Figure 1. The metal 2 layer (run 1).
Bar = 50 µm. Cells faint in the background.
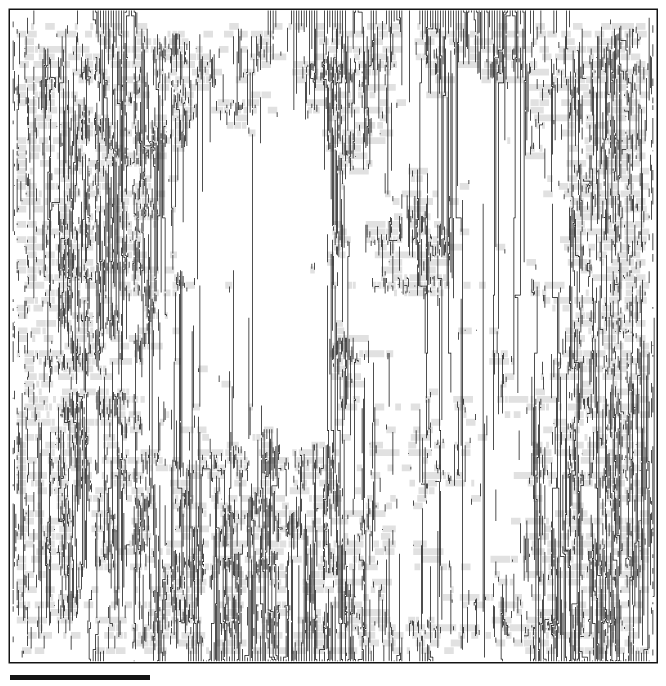
Figure 2. Close-up of the layout (run 1).
Bar = 10 µm. Region (96, 50) to (136, 90) µm. Cells in grey, sequential cells in the stronger grey; small squares are vias.
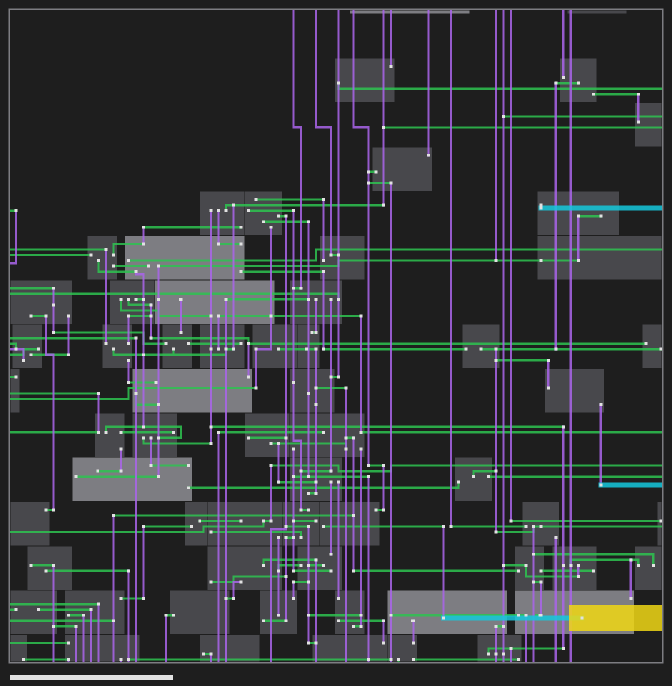
Figure 3. Routing congestion map (run 1).
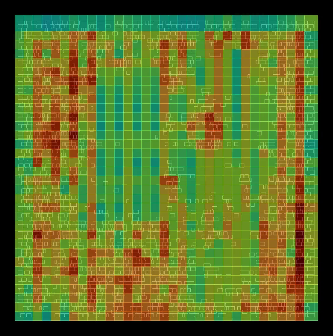
`src/rtl/periph_bridge_xbar.sv`:
```
// OBI slave bridged to NPORTS register-bus masters through a runtime address map,
// with decode-error and ready-timeout responses. Optional error counter: PERIPH_BRIDGE_ERR_COUNT_EN.
module periph_bridge_xbar #(
  parameter int              NPORTS         = 4,
  parameter int              AW             = 32,
  parameter int              DW             = 32,
  parameter int              TIMEOUT_CYCLES = 256,
  parameter logic [DW-1:0]   ERR_RDATA      = DW'(32'hBADC_AB1E)
) (
  input  logic                 clk_i,
  input  logic                 rst_i,
  input  logic                 obi_req_i,
  output logic                 obi_gnt_o,
  input  logic [AW-1:0]        obi_addr_i,
  input  logic                 obi_we_i,
  input  logic [DW/8-1:0]      obi_be_i,
  input  logic [DW-1:0]        obi_wdata_i,
  output logic                 obi_rvalid_o,
  output logic [DW-1:0]        obi_rdata_o,
  output logic                 obi_err_o,
  input  logic [NPORTS*AW-1:0] map_base_i,
  input  logic [NPORTS*AW-1:0] map_end_i,
  output logic [NPORTS-1:0]    reg_valid_o,
  output logic [AW-1:0]        reg_addr_o,
  output logic                 reg_write_o,
  output logic [DW-1:0]        reg_wdata_o,
  output logic [DW/8-1:0]      reg_wstrb_o,
  input  logic [NPORTS*DW-1:0] reg_rdata_i,
  input  logic [NPORTS-1:0]    reg_error_i,
  input  logic [NPORTS-1:0]    reg_ready_i,
  output logic [15:0]          err_count_o
);

  // state  | meaning
  // IDLE   | nothing outstanding; grant follows request
  // ACCESS | reg_valid_o held on the selected port until ready or timeout
  // RESP   | single-cycle OBI response; may accept the next request

  localparam int SW = (NPORTS > 1) ? $clog2(NPORTS) : 1;
  localparam int BW = DW / 8;
  localparam int TW = (TIMEOUT_CYCLES > 1) ? $clog2(TIMEOUT_CYCLES) : 1;

  typedef enum logic [1:0] {
    IDLE   = 2'd0,
    ACCESS = 2'd1,
    RESP   = 2'd2
  } state_t;

  state_t          state_q, state_d;
  logic [AW-1:0]   addr_q;
  logic            we_q;
  logic [BW-1:0]   be_q;
  logic [DW-1:0]   wdata_q;
  logic [SW-1:0]   sel_q;
  logic            rsp_err_q;
  logic [DW-1:0]   rsp_rdata_q;

  logic            accept;
  logic            dec_hit;
  logic [SW-1:0]   dec_sel;
  logic            sel_ready;
  logic            sel_error;
  logic [DW-1:0]   sel_rdata;
  logic            tmo_hit;
  logic            in_access;
  logic            in_resp;

  assign accept    = obi_req_i && !rst_i && ((state_q == IDLE) || (state_q == RESP));
  assign in_access = (state_q == ACCESS) && !rst_i;
  assign in_resp   = (state_q == RESP) && !rst_i;

  // Walk from the top index down so the lowest matching port is the one left standing.
  always_comb begin
    dec_hit = 1'b0;
    dec_sel = '0;
    for (int i = NPORTS - 1; i >= 0; i--) begin
      if ((map_base_i[i*AW +: AW] <= obi_addr_i) && (obi_addr_i < map_end_i[i*AW +: AW])) begin
        dec_hit = 1'b1;
        dec_sel = SW'(i);
      end
    end
  end

  assign sel_ready = reg_ready_i[sel_q];
  assign sel_error = reg_error_i[sel_q];
  assign sel_rdata = reg_rdata_i[sel_q*DW +: DW];

  generate
    if (TIMEOUT_CYCLES > 0) begin : g_tmo
      // Down-counter loaded at grant; terminal count means the access has run its full budget.
      logic [TW-1:0] tmo_cnt_q;

      always_ff @(posedge clk_i) begin
        if (rst_i) begin
          tmo_cnt_q <= '0;
        end else if (accept) begin
          tmo_cnt_q <= TW'(TIMEOUT_CYCLES - 1);
        end else if ((state_q == ACCESS) && (tmo_cnt_q != '0)) begin
          tmo_cnt_q <= tmo_cnt_q - 1'b1;
        end
      end

      assign tmo_hit = (state_q == ACCESS) && (tmo_cnt_q == '0);
    end else begin : g_no_tmo
      assign tmo_hit = 1'b0;
    end
  endgenerate

  always_ff @(posedge clk_i) begin
    if (rst_i) begin
      state_q <= IDLE;
    end else begin
      state_q <= state_d;
    end
  end

  always_comb begin
    state_d = state_q;
    case (state_q)
      IDLE: begin
        if (accept) begin
          state_d = dec_hit ? ACCESS : RESP;
        end
      end
      ACCESS: begin
        if (sel_ready || tmo_hit) begin
          state_d = RESP;
        end
      end
      RESP: begin
        if (accept) begin
          state_d = dec_hit ? ACCESS : RESP;
        end else begin
          state_d = IDLE;
        end
      end
      default: state_d = IDLE;
    endcase
  end

  always_ff @(posedge clk_i) begin
    if (rst_i) begin
      addr_q      <= '0;
      we_q        <= 1'b0;
      be_q        <= '0;
      wdata_q     <= '0;
      sel_q       <= '0;
      rsp_err_q   <= 1'b0;
      rsp_rdata_q <= '0;
    end else if (accept) begin
      addr_q      <= obi_addr_i;
      we_q        <= obi_we_i;
      be_q        <= obi_be_i;
      wdata_q     <= obi_wdata_i;
      sel_q       <= dec_sel;
      rsp_err_q   <= !dec_hit;
      rsp_rdata_q <= '0;
    end else if (state_q == ACCESS) begin
      // Ready wins over a timeout landing in the same cycle.
      if (sel_ready) begin
        rsp_err_q   <= sel_error;
        rsp_rdata_q <= sel_rdata;
      end else if (tmo_hit) begin
        rsp_err_q   <= 1'b1;
      end
    end
  end

  assign obi_gnt_o    = accept;
  assign obi_rvalid_o = in_resp;
  assign obi_err_o    = in_resp && rsp_err_q;

  always_comb begin
    obi_rdata_o = '0;
    if (in_resp) begin
      if (rsp_err_q) begin
        obi_rdata_o = ERR_RDATA;
      end else if (!we_q) begin
        obi_rdata_o = rsp_rdata_q;
      end
    end
  end

  always_comb begin
    reg_valid_o = '0;
    if (in_access) begin
      reg_valid_o[sel_q] = 1'b1;
    end
  end

  assign reg_addr_o  = in_access ? addr_q  : '0;
  assign reg_write_o = in_access && we_q;
  assign reg_wdata_o = in_access ? wdata_q : '0;
  assign reg_wstrb_o = in_access ? be_q    : '0;

`ifdef PERIPH_BRIDGE_ERR_COUNT_EN
  logic [15:0] err_cnt_q;

  always_ff @(posedge clk_i) begin
    if (rst_i) begin
      err_cnt_q <= '0;
    end else if (obi_err_o && (err_cnt_q != 16'hFFFF)) begin
      err_cnt_q <= err_cnt_q + 16'd1;
    end
  end

  assign err_count_o = err_cnt_q;
`else
  assign err_count_o = '0;
`endif

endmodule

```
`config.mk`:
```
export PLATFORM = sky130hd
export DESIGN_NAME = periph_bridge_xbar
export DESIGN_NICKNAME = d
export VERILOG_FILES = /design/src/rtl/periph_bridge_xbar.sv
export SDC_FILE = /design/constraint.sdc
export NUM_CORES = 1
export LEC_CHECK = 0
export CAP_MARGIN = 10
export CORE_AREA = 2 2 229 231
export CTS_BUF_LIST = sky130_fd_sc_hd__clkbuf_8
export DETAILED_ROUTE_END_ITERATION = 10
export DIE_AREA = 0 0 231 233
export SYNTH_ARGS = -nofsm -noshare
export SYNTH_HDL_FRONTEND = slang
export SYNTH_SLANG_ARGS = --single-unit
```
`constraint.sdc`:
```
create_clock -name clk_i -period 4.3 [get_ports clk_i]
set_clock_uncertainty 0.2 [all_clocks]
set_input_delay 1.075 -clock clk_i [delete_from_list [all_inputs] [get_ports clk_i]]
set_output_delay 1.075 -clock clk_i [all_outputs]
set_load 0.005 [all_outputs]
```
==> impl_metrics.json, run 1 <==
{
  "ys_seq_share_pct": 19.4,
  "rsz0062_at_grt": "false",
  "flop_cell": "dfxtp_1",
  "slowest_stage": "or4_4",
  "cts_sinks": 114,
  "relSlewSlack_pct": 48.4,
  "tap-cell-count": 680,
  "drcViolationCount": 0,
  "dpl_worst_slack_ps": -304,
  "critical_path.max_fanout": 3,
  "mux_share_pct": 6.50,
  "nFillCells": 5256,
  "finalCritPeriodShare_pct": 96.5,
  "common_cells": "253 x ha_1, 214 x nand2_1, 170 x inv_1",
  "gp_congestion": 0.945,
  "num_antenna_cells": 13,
  "fp_util_pct": 23.1,
  "area_delta_synth_final_pct": 66.4,
  "initialDrtViolationCount": 493,
  "crit_start": "obi_addr_i[29]",
  "antenna_left": 0,
  "io_pins": 588,
  "top_regs": "addr_q: 32 flops, rsp_rdata_q: 32 flops, wdata_q: 32 flops",
  "worst_r2r_path_depth": 8,
  "clk_latency_ps": 460,
  "cts_resized": 0,
  "power-top-group": "combinational cells",
  "gr-usage-met3_pct": 5.63,
  "regToRegSetupSlack_ps": 1740,
  "grt_antenna_before_repair": 26,
  "seq_share_pct": 11.6,
  "synth_cell_types": 58,
  "totalPowerFinal_mw": 4.05,
  "ys_sh_xor_pct": 0.446,
  "clockPowerShare_pct": 30.0,
  "stdcell_count": 2845,
  "peakVddDrop_mv": 0.154,
  "wl_met2_um": 30600,
  "chipArea_um2": 53800,
  "async_flop_share_pct": 0,
  "setup_ws_ps": 152,
  "worstSetupEndpoint": "state_q[1]",
  "grtUsageMet1_pct": 23.5,
  "p_int_mw": 2.76,
  "p_seq_mw": 1.20,
  "vias": 13419,
  "worstHoldStart": "rsp_rdata_q[21]",
  "p_per_area_nw_per_um2": 206,
  "place_area_um2": 19100,
  "syn_area_um2": 11800,
  "crit_chain": "clkdlybuf4s50_1 -> inv_1 -> ha_1 -> nand4_1 -> or4_4 -> nor3_2 -> nor2_1 -> or4b_4 -> o41a_1 -> nand3_1 -> o21ai_0",
  "top_area_share_pct": 26.9,
  "dpl.hpwl_um": 52400,
  "cp_num_cells": 11,
  "final.setup.tns_ps": 0,
  "path_clk_slew_ps": 70,
  "tightest_slew_ps": 774,
  "drt-pass1-iter-count": 5,
  "root_buffer": "clkbuf_8",
  "nClkBuffers": 19,
  "layout_top_cell": "clkdlybuf4s50_1",
  "logic_area_um2": 8620,
  "fp.coreArea_um2": 51100,
  "via_per_inst": 4.72,
  "design_area_um2": 19600,
  "hold_violations": 0,
  "portBuffers": 571,
  "placed_cells": 2800,
  "cts_setup_buffers": 0,
  "numCtsBuffers": 17,
  "cp-start-kind": "input port",
  "top_cell": "ha_1",
  "clock_path_buffers": 2,
  "ff_count": 114,
  "ys_ff": 114,
  "final-clk-cell-share_pct": 2.39,
  "max_freq_mhz": 241,
  "cts_tree": "done",
  "area_leaders": "ha_1 27%, dfxtp_1 19%, nand2_1 6.8%",
  "min_path_type": "reg2reg",
  "drt-met1-wl_um": 23300,
  "die_w_um": 231,
  "comb_share_pct": 43.9,
  "p_sw_mw": 1.28,
  "dominant_cells": "logic gates",
  "holdPathEnd": "rsp_rdata_q[21]",
  "nNonClkInverters": 170,
  "pwr-share-seq_pct": 29.8,
  "r2r-start": "state_q[0]",
  "postCtsHoldBufs": 0,
  "worst_setup_path_end_kind": "register",
  "yosysWarnings": 0,
  "rows": 83,
  "log.warning_count": 26,
  "synthAoiAreaFrac_pct": 14.7,
  "r2r_end": "rsp_rdata_q[5]",
  "path_class": "in2reg",
  "gr-max-usage-layer": "met2",
  "logic_family": "adder cells",
  "num-multi-input-gates": 1135,
  "synthCells": 1474,
  "grt_overflow": 0,
  "pg_clk_mw": 1.21,
  "p_comb_share_pct": 40.2,
  "grt_pass1_wl_um": 85000,
  "hold_ws_ps": 253,
  "grt_max_degree": 82,
  "h-tree-depth": 4,
  "largest_area_cell": "ha_1",
  "final_cell_mix": "569 x clkdlybuf4s50_1, 253 x ha_1, 213 x nand2_1",
  "n_all_buffers": 701,
  "setup_viol": 0,
  "buf_share_pct": 34.3,
  "grt_pass1_vias": 13724,
  "synth-cells-yosys": 1474,
  "avgSynthCellArea_um2": 8.00,
  "cap_viol_max_count": 0,
  "ys_chip_area_um2": 11800,
  "edf_count": 0,
  "drv_slew": 0,
  "status": "finished, final reports clean",
  "cp_top_family": "simple AND/OR/NAND/NOR gates",
  "yosys.area_share.adder_pct": 26.9,
  "regArea_um2": 2280
}
Notes on Figure 1 above:
main direction: vertical
share of all routed wire: 51%
longest straight run: 161 µm
wire length on this layer: 30.6 mm
routed wire length: 60,000 µm
met2 Use GR: 39.9%

Notes on Figure 2 above:
[purple] metal 2
[yellow] metal 5
[green] metal 1
[cyan] metal 3
netlist names of flops here include: addr_q (6)
most frequent: clkdlybuf4s50_1 (8), ha_1 (7)
sequential cells in the window: 6
cells with their middle in the window: 56

Notes on Figure 3 above:
Util after Layout: 38.4%
drt wl/cell: 21.1 µm
GRT Total Usage: 21.6%

Figure 4. Cell sizes after repair (run 1).
Bar = 50 µm.
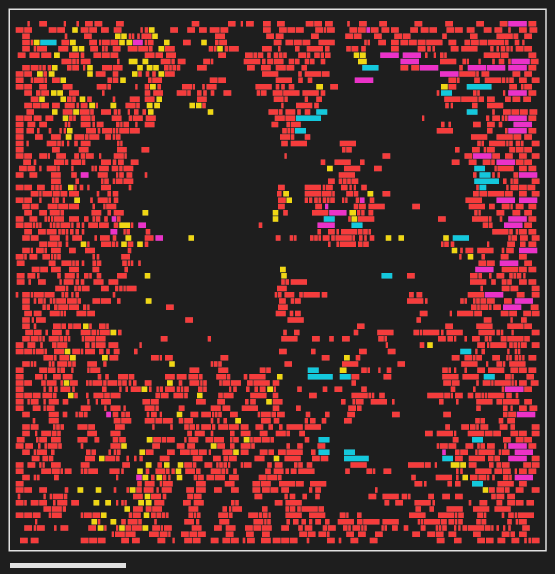

--- run 2 (diff from run 1) ---
CORE_AREA = 2 2 226 228   (was 2 2 229 231)
DIE_AREA = 0 0 228 230   (was 0 0 231 233)
DONT_BUFFER_PORTS = 1   (was not set)
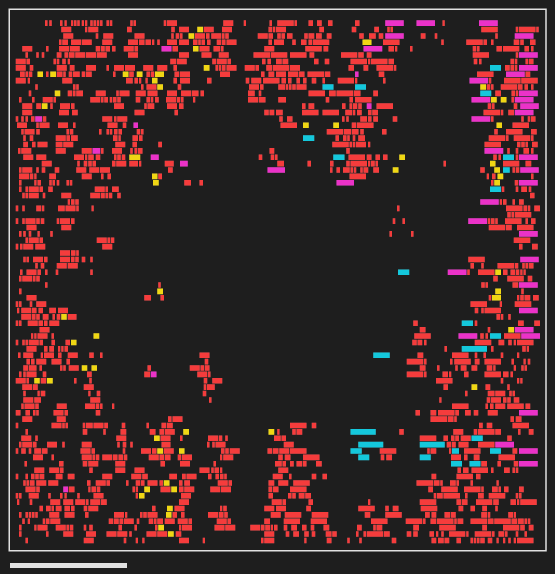
Figure 5: run 2, cell sizes after repair.
Bar = 50 µm.
[yellow] _3 and _4 cells | cells: 55 | share: 3.7%
[magenta] _2 cells | cells: 46 | share: 3.1%
[red] _0 and _1 cells | cells: 1,372 | share: 92%
[cyan] _6 and larger | cells: 25 | share: 1.7%
P&R area growth vs syn: 12.2%
Design Area, Final: 13,200 µm²
Signal buffers: 47
final setup margin: 629 ps

==> run 2 against run 1 <==
- sequential share of layout area is 5.6 points higher
- largest cell class unchanged
- critical endpoint unchanged
- maximum frequency is 13% higher
- clock-buffer cell count is 1 lower
- die area is 2.6% lower
- setup slack better by 480 ps
- first-iteration DRC count is 13% lower
- core utilization is 12 points lower
- synthesized cell count stayed put
==> impl_metrics.json, run 2 <==
{
  "cts_resized": 0,
  "fp_util_pct": 23.6,
  "comb_share_pct": 65.1,
  "cts_sinks": 114,
  "pwr-share-seq_pct": 36.2,
  "logic_family": "adder cells",
  "async_flop_share_pct": 0,
  "grt_antenna_before_repair": 30,
  "clock_path_buffers": 2,
  "final_cell_mix": "253 x ha_1, 213 x nand2_1, 171 x inv_1",
  "p_int_mw": 2.23,
  "numCtsBuffers": 17,
  "ys_ff": 114,
  "top_cell": "ha_1",
  "hold_violations": 0,
  "gp_congestion": 1.00,
  "dominant_cells": "logic gates",
  "synthCells": 1474,
  "root_buffer": "clkbuf_8",
  "crit_start": "obi_addr_i[30]",
  "gr-usage-met3_pct": 6.51,
  "portBuffers": 0,
  "pg_clk_mw": 1.14,
  "final-clk-cell-share_pct": 3.29,
  "common_cells": "253 x ha_1, 214 x nand2_1, 170 x inv_1",
  "grtUsageMet1_pct": 22.0,
  "edf_count": 0,
  "antenna_left": 0,
  "r2r_end": "g_tmo.tmo_cnt_q[5]",
  "log.warning_count": 29,
  "worstHoldStart": "rsp_rdata_q[0]",
  "nClkBuffers": 18,
  "drt-met1-wl_um": 21200,
  "r2r-start": "g_tmo.tmo_cnt_q[0]",
  "cp-start-kind": "input port",
  "grt_pass1_wl_um": 79500,
  "top_area_share_pct": 26.9,
  "via_per_inst": 4.97,
  "seq_share_pct": 17.3,
  "worst_setup_path_end_kind": "register",
  "chipArea_um2": 52400,
  "p_sw_mw": 1.14,
  "ys_chip_area_um2": 11800,
  "tightest_slew_ps": 1100,
  "avgSynthCellArea_um2": 8.00,
  "place_area_um2": 12700,
  "status": "finished, final reports clean",
  "path_clk_slew_ps": 70,
  "drt-pass1-iter-count": 6,
  "vias": 10878,
  "clockPowerShare_pct": 33.8,
  "initialDrtViolationCount": 431,
  "drcViolationCount": 0,
  "critical_path.max_fanout": 5,
  "cp_top_family": "simple AND/OR/NAND/NOR gates",
  "syn_area_um2": 11800,
  "cp_num_cells": 10,
  "regToRegSetupSlack_ps": 1810,
  "grt.met2_usage_pct": 38.4,
  "largest_area_cell": "ha_1",
  "nFillCells": 5501,
  "grt_pass1_vias": 11485,
  "fin_util_pct": 26.5,
  "grt_max_degree": 110,
  "dpl.hpwl_um": 49300,
  "final.setup.tns_ps": 0,
  "finalCritPeriodShare_pct": 85.4,
  "regArea_um2": 2280,
  "yosysWarnings": 0,
  "min_path_type": "reg2reg",
  "ys_sh_xor_pct": 0.446,
  "mux_share_pct": 6.50
}
Figure 6. Routing congestion map (run 2).
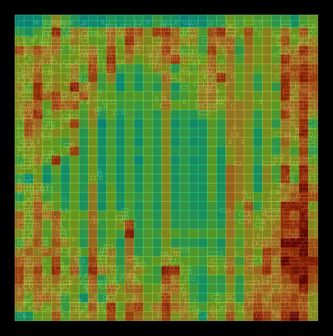

--- run 3 (diff from run 2) ---
clock period = 4.5 ns   (was 4.3 ns; I/O delays follow)
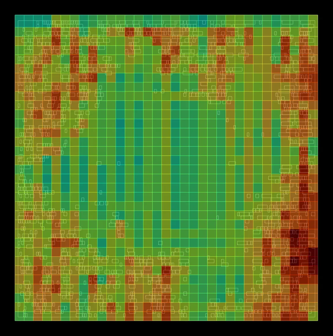
Figure 7: run 3, routing congestion map.
met2 Use GR: 38.4%
GRT met1 Usage: 22.2%
busiest grt layer: met2

==> run 3 against run 2 <==
- cell count shrank 0.50%
- via count fell by 0.10%
- critical path depth unchanged
- sequential cell count did not move
- critical endpoint unchanged
- largest cell class unchanged
- die area did not move
- cell area down 0.84%
- core utilization is 0.22 points lower
- first-iteration DRC count up 18%
- register-to-register slack improved by 190 ps
- area after synthesis stayed put
- combinational power hardly changed
- setup slack improved by 83 ps
==> impl_metrics.json, run 3 <==
{
  "status": "finished, final reports clean",
  "post-route-min-period_ps": 3790,
  "dpl.hpwl_um": 49500,
  "min_delay_path_depth": 2,
  "avgSynthCellArea_um2": 8.00,
  "cp-start-kind": "input port",
  "gr-usage-met3_pct": 6.63,
  "seq_share_pct": 17.4,
  "worst_setup_path_end_kind": "register",
  "place_area_um2": 12700,
  "post_drt_wl_per_cell_um": 25.8,
  "ys_sh_simple_pct": 23.9,
  "rows": 82,
  "cts_tree": "done",
  "setup_ws_ps": 713,
  "hold_violations": 0,
  "rsz0062_at_grt": "false",
  "ys_chip_area_um2": 11800,
  "initialDrtViolationCount": 508,
  "r2r_end": "g_tmo.tmo_cnt_q[5]",
  "area_leaders": "ha_1 27%, dfxtp_1 19%, nand2_1 6.8%",
  "final-clk-cell-share_pct": 2.89,
  "mux_share_pct": 6.50,
  "critical_path.max_fanout": 5,
  "die_w_um": 228,
  "path_clk_slew_ps": 70,
  "synthCells": 1474,
  "final.setup.tns_ps": 0,
  "cap_viol_max_count": 0,
  "nNonClkInverters": 170,
  "vias": 10867,
  "antenna_left": 0,
  "tightest_slew_ps": 1040,
  "nFillCells": 5524,
  "worstHoldStart": "rsp_rdata_q[6]",
  "fin_util_pct": 26.3,
  "h-tree-depth": 4,
  "hold_ws_ps": 255,
  "area_delta_synth_final_pct": 11.3,
  "chipArea_um2": 52400,
  "final_cell_mix": "253 x ha_1, 213 x nand2_1, 172 x inv_1",
  "crit_start": "obi_addr_i[14]",
  "p_int_mw": 2.02,
  "pwr-share-seq_pct": 37.3,
  "worstSetupEndpoint": "state_q[1]",
  "finalCritPeriodShare_pct": 84.2,
  "tap-cell-count": 672,
  "dominant_cells": "logic gates",
  "fp.coreArea_um2": 49900,
  "r2r-start": "g_tmo.tmo_cnt_q[0]",
  "grt_antenna_before_repair": 30,
  "regArea_um2": 2280,
  "path_buffers": 1,
  "layout_top_cell": "ha_1",
  "design_area_um2": 13100,
  "gp_congestion": 0.959,
  "via_per_inst": 4.99,
  "io_pins": 588,
  "log.warning_count": 26,
  "num_antenna_cells": 15,
  "grt_pass1_wl_um": 78900,
  "root_buffer": "clkbuf_8",
  "grt_pass1_vias": 11305,
  "n_all_buffers": 41,
  "numCtsBuffers": 17,
  "grt_usage_pct": 20.8,
  "synth-cells-yosys": 1474,
  "top_cell": "ha_1",
  "clk_latency_ps": 460,
  "cp_top_family": "simple AND/OR/NAND/NOR gates",
  "drt-pass1-iter-count": 5,
  "synthAoiAreaFrac_pct": 14.7,
  "synth_cell_types": 58,
  "pg_clk_mw": 0.955,
  "comb_share_pct": 65.7,
  "fp_util_pct": 23.6,
  "p_leak_nw": 6.20,
  "clock_path_buffers": 2,
  "min_path_type": "reg2reg",
  "nClkBuffers": 19,
  "ys_ff": 114,
  "top_area_share_pct": 26.9,
  "cts_resized": 0,
  "regToRegSetupSlack_ps": 2000,
  "p_seq_mw": 1.15,
  "grt_max_degree": 86,
  "worstPathArrival_ps": 3930,
  "p_comb_share_pct": 31.7,
  "comb_power_mw": 0.979,
  "totalPowerFinal_mw": 3.08,
  "p_sw_mw": 1.06,
  "fin_nets": 2196,
  "portBuffers": 0,
  "syn_area_um2": 11800,
  "cp_num_cells": 10,
  "drive_above_1_share_pct": 7.91,
  "flop_cell": "dfxtp_1",
  "placed_cells": 2132,
  "async_flop_share_pct": 0,
  "logic_family": "adder cells",
  "grt_overflow": 0,
  "largest_area_cell": "ha_1",
  "clockPowerShare_pct": 31.0,
  "edf_count": 0,
  "cts_sinks": 114,
  "postCtsHoldBufs": 0,
  "power-top-group": "registers",
  "met3_length_um": 4490,
  "yosysWarnings": 0,
  "yosys.area_share.adder_pct": 26.9,
  "drt-met1-wl_um": 21400,
  "path_class": "in2reg",
  "common_cells": "253 x ha_1, 214 x nand2_1, 170 x inv_1",
  "ys_sh_xor_pct": 0.446,
  "drcViolationCount": 0
}

==> notes/layouts.md <==
Pictures saved along the way, in no particular order.

Met1 routing.
Bar = 50 µm. Supply wires on this layer in grey. Cells faint in the background.
image #1
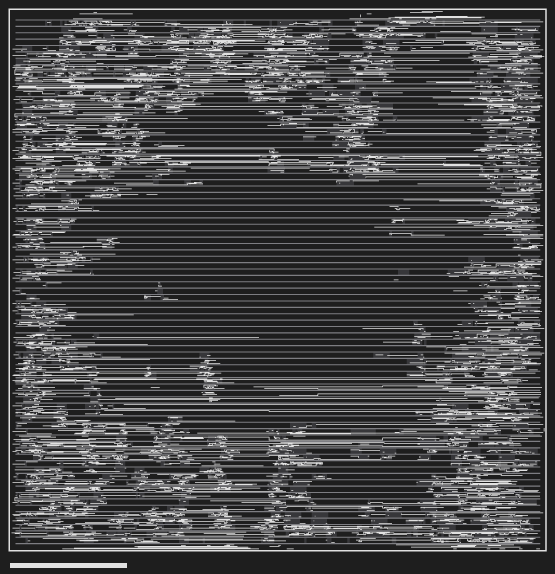
image #2
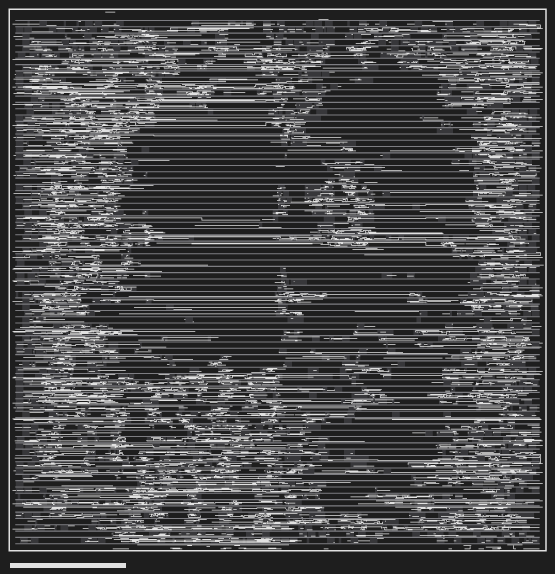
- run 1 = image #2
- run 2 = image #1

Key to image #1:
share of all routed wire: 38%
wire length on this layer: 21.2 mm
main direction: horizontal
nets with wire on the layer: 2,058

Power and IR drop assume default switching activity.
